**config.mk**
```make
export PLATFORM = sky130hd
export DESIGN_NAME = giro_flasher
export DESIGN_NICKNAME = d
export VERILOG_FILES = /design/src/rtl/giro_pkg.sv /design/src/rtl/giro_half_timer.sv /design/src/rtl/giro_flasher.sv
export SDC_FILE = /design/constraint.sdc
export NUM_CORES = 1
export LEC_CHECK = 0
export ABC_AREA = 1
export CORE_ASPECT_RATIO = 0.75
export CORE_UTILIZATION = 50
export CTS_CLUSTER_DIAMETER = 60
export CTS_CLUSTER_SIZE = 24
export DETAILED_ROUTE_END_ITERATION = 10
export HOLD_SLACK_MARGIN = 0.1
export PLACE_DENSITY = 0.8
export SLEW_MARGIN = 20
export SYNTH_ARGS = -nofsm -noshare
export SYNTH_HDL_FRONTEND = slang
export SYNTH_SLANG_ARGS = --single-unit
```
**constraint.sdc**
```tcl
create_clock -name clk -period 3.3 [get_ports clk]
set_input_delay 0.33 -clock clk [delete_from_list [all_inputs] [get_ports clk]]
set_output_delay 0.33 -clock clk [all_outputs]
set_load 0.02 [all_outputs]
```
**src/rtl/giro_pkg.sv**
```systemverilog
// Shared encodings for the turn-signal flasher: lamp mode, flash phase and
// the decode from turn-FSM requests to a mode.
package giro_pkg;

    // Bit 0 drives the left lamp and bit 1 the right lamp, matching {x2,x1}.
    typedef enum logic [1:0] {
        MODE_OFF   = 2'b00,
        MODE_LEFT  = 2'b01,
        MODE_RIGHT = 2'b10,
        MODE_HAZ   = 2'b11
    } mode_t;

    localparam logic PH_OFF = 1'b0;
    localparam logic PH_ON  = 1'b1;

    localparam logic [3:0] FLASH_CNT_MAX = 4'hF;

    // Both direction requests at once decode naturally to HAZ via {x2,x1}.
    function automatic mode_t decode_request(input logic hazard,
                                             input logic x1,
                                             input logic x2);
        if (hazard) begin
            return MODE_HAZ;
        end
        return mode_t'({x2, x1});
    endfunction

endpackage

```
**src/rtl/giro_half_timer.sv**
```systemverilog
// Half-period counter: counts 0..HALF_PERIOD-1 while enabled, wraps to 0 on
// terminal count, and is forced to 0 by a synchronous clear.
module giro_half_timer
    import giro_pkg::*;
#(
    parameter int CNT_W       = 24,
    parameter int HALF_PERIOD = 12500000
) (
    input  logic clk,
    input  logic srst,
    input  logic clr,
    input  logic en,
    output logic tc
);

    localparam logic [CNT_W-1:0] LAST = CNT_W'(HALF_PERIOD - 1);

    logic [CNT_W-1:0] count_reg;
    logic [CNT_W-1:0] count_next;

    // Not qualified by en: the parent only looks at tc while enabling us,
    // and keeping it enable-free avoids a combinational loop through en.
    assign tc = (count_reg == LAST);

    always_comb begin
        count_next = count_reg;
        if (clr) begin
            count_next = '0;
        end else if (en) begin
            count_next = tc ? '0 : count_reg + 1'b1;
        end
    end

    always_ff @(posedge clk) begin
        if (srst) begin
            count_reg <= '0;
        end else begin
            count_reg <= count_next;
        end
    end

endmodule

```
**src/rtl/giro_flasher.sv**
```systemverilog
// Turn-signal lamp flasher: blinks left/right/both lamps at a fixed half
// period, pulses click on each lamp transition and counts completed flashes.
module giro_flasher
    import giro_pkg::*;
#(
    parameter int HALF_PERIOD = 12500000,
    parameter int CNT_W       = 24
) (
    input  logic       clk,
    input  logic       rst,
    input  logic       x1,
    input  logic       x2,
    input  logic       hazard,
    output logic       lamp_l,
    output logic       lamp_r,
    output logic       click,
    output logic       active,
    output logic [3:0] flash_cnt
);

    mode_t      mode_reg, mode_next, req_mode;
    logic       phase_reg, phase_next;
    logic [3:0] flash_reg, flash_next;
    logic       click_reg, click_next;
    logic       active_reg, active_next;
    logic [1:0] lamp_reg, lamp_next;
    logic       timer_clr, timer_en, timer_tc;

    giro_half_timer #(
        .CNT_W       (CNT_W),
        .HALF_PERIOD (HALF_PERIOD)
    ) u_half_timer (
        .clk  (clk),
        .srst (rst),
        .clr  (timer_clr),
        .en   (timer_en),
        .tc   (timer_tc)
    );

    assign req_mode = decode_request(hazard, x1, x2);

    always_comb begin
        mode_next  = mode_reg;
        phase_next = phase_reg;
        flash_next = flash_reg;
        click_next = 1'b0;
        timer_clr  = 1'b0;
        timer_en   = 1'b0;

        if (req_mode != mode_reg) begin
            // Any mode change restarts the flash from the start of an ON half.
            mode_next  = req_mode;
            flash_next = '0;
            timer_clr  = 1'b1;
            if (req_mode != MODE_OFF) begin
                phase_next = PH_ON;
                click_next = 1'b1;
            end else begin
                phase_next = PH_OFF;
                click_next = |lamp_reg;
            end
        end else if (mode_reg != MODE_OFF) begin
            timer_en = 1'b1;
            if (timer_tc) begin
                phase_next = ~phase_reg;
                click_next = 1'b1;
                if (phase_reg == PH_ON && flash_reg != FLASH_CNT_MAX) begin
                    flash_next = flash_reg + 4'd1;
                end
            end
        end else begin
            timer_clr = 1'b1;
        end

        active_next = (mode_next != MODE_OFF);
    end

    // Lamp gi follows mode bit gi while the phase is ON.
    generate
        for (genvar gi = 0; gi < 2; gi++) begin : g_lamp
            assign lamp_next[gi] = (phase_next == PH_ON) && mode_next[gi];
        end
    endgenerate

    always_ff @(posedge clk) begin
        if (rst) begin
            mode_reg   <= MODE_OFF;
            phase_reg  <= PH_OFF;
            flash_reg  <= '0;
            click_reg  <= 1'b0;
            active_reg <= 1'b0;
            lamp_reg   <= '0;
        end else begin
            mode_reg   <= mode_next;
            phase_reg  <= phase_next;
            flash_reg  <= flash_next;
            click_reg  <= click_next;
            active_reg <= active_next;
            lamp_reg   <= lamp_next;
        end
    end

    assign lamp_l    = lamp_reg[0];
    assign lamp_r    = lamp_reg[1];
    assign click     = click_reg;
    assign active    = active_reg;
    assign flash_cnt = flash_reg;

endmodule

```
### Floorplan with the power grid, run 1

Bar = 20 µm. Pins as bars on the die edge. Tap cells in grey.
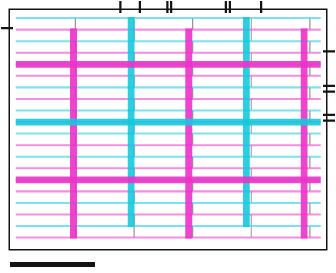
Key: VDD = cyan; VSS = magenta
The core has 19 rows. 20 met1 rails follow the rows. 5 straps on met4. 52 tap cells. 13 signal pins sit on the boundary.
core box area: 3710 µm²
Die W: 74.4 µm
Worst VDD drop: 0.265 mV
die height: 56.3 µm

### Placement by cell class, run 1

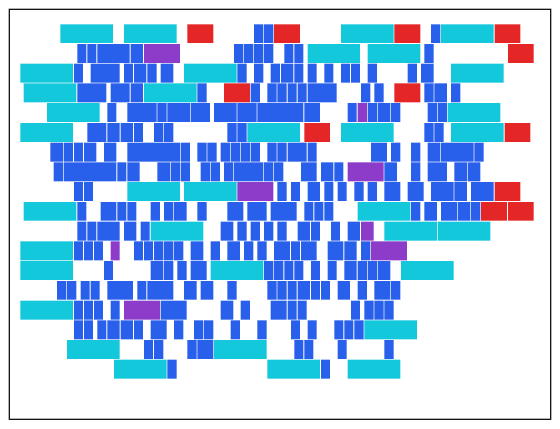
Key: remaining logic cells = blue [cells 258, share of their area 58%]; registers = cyan [cells 35, share of their area 33%]; clock drivers and dummy loads = purple [cells 8, share of their area 3.8%]; remaining buffers and delay cells = red [cells 12, share of their area 5.6%]

### Clock distribution, run 1

Bar = 20 µm.
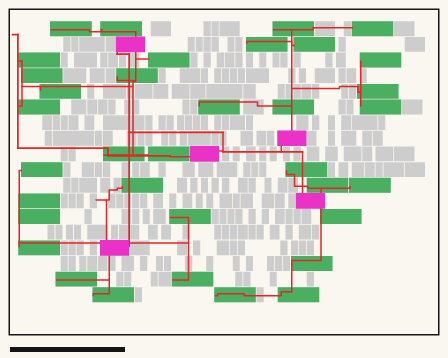
Key: clock wires = red [length 456 µm]; flip-flops = green [count 35]; clock-net drivers = magenta [count 5]
There are 6 routed clock nets. Position of the flops: all over the die.

### Signal wires by layer, run 1

Bar = 20 µm. Only two layers are drawn.
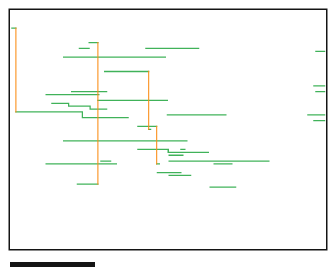
Key: M3 = green [wire length 282 µm]; M4 = orange [wire length 75.5 µm]
final wirelength: 4000 µm
vias post-DR: 1836
gr usage total: 21.7%
routed len/inst: 11.0 µm

==> results.json, run 1 <==
{
  "first_global_vias": 1569,
  "fmax_ghz": 0.558,
  "dieArea_um2": 4190,
  "finalCriticalPeriod_ns": 1.79,
  "comb_area_um2": 1110,
  "tritoncts": "yes",
  "ys_types": 27,
  "timing.rr.end": "u_half_timer.count_reg[14]",
  "clock_sinks": 35,
  "ys_sh_xor_pct": 2.23,
  "syn-num-nets": 303,
  "finalHoldViolCount": 0,
  "dp.cells": 357,
  "ios": 13,
  "use_met3_pct": 5.21,
  "end_kind": "flop",
  "drt_first_pass_iters": 4,
  "mostFrequentLayoutCell": "nand2_1",
  "rows": 19,
  "clockRootBuffer": "clkbuf_8",
  "drc_errors": 0,
  "ys_sh_mux_pct": 0,
  "finalSetupTns_ns": 0,
  "holdPathEnd": "u_half_timer.count_reg[0]",
  "worstPathArrival_ns": 2.01,
  "ys_seq_share_pct": 35.6,
  "top_area_cell_class": "combinational gates",
  "use_met2_pct": 30.2,
  "synth.avg_cell_area_um2": 6.64,
  "synth.cell_area_um2": 1970,
  "status": "complete, no violations",
  "cts.hold.buffers_added": 0,
  "num-nonclk-inverters": 34
}
==> run 1: through the flow <==
step                hold WS (ns)  worst slack, ns  utilization, %  area [µm²]
global placement           0.440             1.29            57.3        2120
CTS                        0.457             1.50            59.5        2210
finish                     0.454             1.51            59.5        2210
detailed placement         0.445             1.21            57.3        2120
floorplan                  0.418             1.80               -        1970
global route               0.484             1.29            59.5        2210
==> run 1: critical path, cell delays in order <==
cell	delay [ns]
clkdlybuf4s50_1	0.51
inv_1	0.05
nand2_1	0.07
nand2_1	0.05
nand2_1	0.13
nand3_4	0.24
nor2_4	0.17
nand2_4	0.09
inv_4	0.14
o21ai_0	0.11
nor2_1	0.10
==> run 1: where the power goes <==
group	switching, µW	internal [µW]
Combinational	38.2	20.6
Clock	152	148
Sequential	3.20	430
## Run 2: what changed since run 1
- PLACE_DENSITY: 0.8 -> 0.83
- clock period: 3.3 -> 1.58 ns (I/O delays scaled with it)
### Floorplan with the power grid, run 2

Bar = 20 µm. Pins as bars on the die edge. Tap cells in grey.
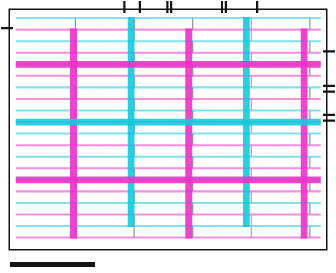
Key: VSS = magenta; VDD = cyan
The core has 19 rows. 5 straps on met4. 20 met1 rails follow the rows. 3 straps on met5.

==> run 2 against run 1 <==
Net effect:
- clock skew fell by 0.0053 ns
- combinational power rose to 2.6 times the previous value
- non-clock buffer count rose by 15
- critical endpoint is now u_half_timer.count_reg[21]
==> results.json, run 2 <==
{
  "crit_path_max_incr_delay_ns": 0.41,
  "final.setup.worst_slack_ns": 0.0673,
  "clock_sinks": 35,
  "finalCriticalPeriod_ns": 1.51,
  "fin_hold_ws_ns": 0.519,
  "seq_power_share_pct": 53.6,
  "ys_seq_share_pct": 35.6,
  "dp.cells": 371,
  "finalSetupTns_ns": 0,
  "vias": 1923,
  "path_cells": "nand3_1, nor2_1, nand2_1, nor2_8, nand3_2, nand2_1, nand2_1, nor2_2",
  "finalHoldViolCount": 0,
  "gr-usage-all-layers_pct": 22.3,
  "syn-num-nets": 303,
  "drt-total-wl_um": 4420,
  "use_met3_pct": 4.85,
  "p_comb_share_pct": 9.0,
  "tritoncts": "yes",
  "path_depth": 8,
  "first_global_vias": 1614,
  "die_y_um": 56.3,
  "core_area_um2": 3710,
  "timing.rr.end": "u_half_timer.count_reg[21]",
  "use_met2_pct": 31.3,
  "ir_worst_vdd_mv": 0.500,
  "utilization_pct": 65.4,
  "cpMostUsedCell": "nand2_1",
  "status": "complete, no violations",
  "power_switching_uw": 419,
  "p_sw_share_pct": 24.8,
  "end_kind": "flop",
  "detailed_place.area_um2": 2250
}
[run 2: layout make-up]
cell class                 instances  area, µm²  area share (%)
clock buffer                       7       76.3            3.15
clock inverter                     1       5.00           0.206
inverter                          34        133            5.47
multi-input combinational        224       1180            48.8
sequential                        35        704            29.1
tap                               52       65.1            2.68
timing repair buffer              27        258            10.6
[run 2: kinds of logic after synthesis]
kind of cell	after synthesis	synth area share (%)
AOI/OAI and AO/OA	20	5.54
DFF	35	35.6
and+or+nand+nor	197	47.4
adders and majority gates	2	1.27
buffers and inverters	37	7.96
xor gates and xnor gates	5	2.23
[run 2: power by group through the flow]
stage	registers, µW	logic, µW	clock network (µW)
2_1_floorplan	934	76.1	0
3_3_place_gp	924	144	0
3_5_place_dp	924	146	0
4_1_cts	905	148	634
5_1_grt	907	165	658
6_report	905	152	631
Power and IR drop assume default switching activity.
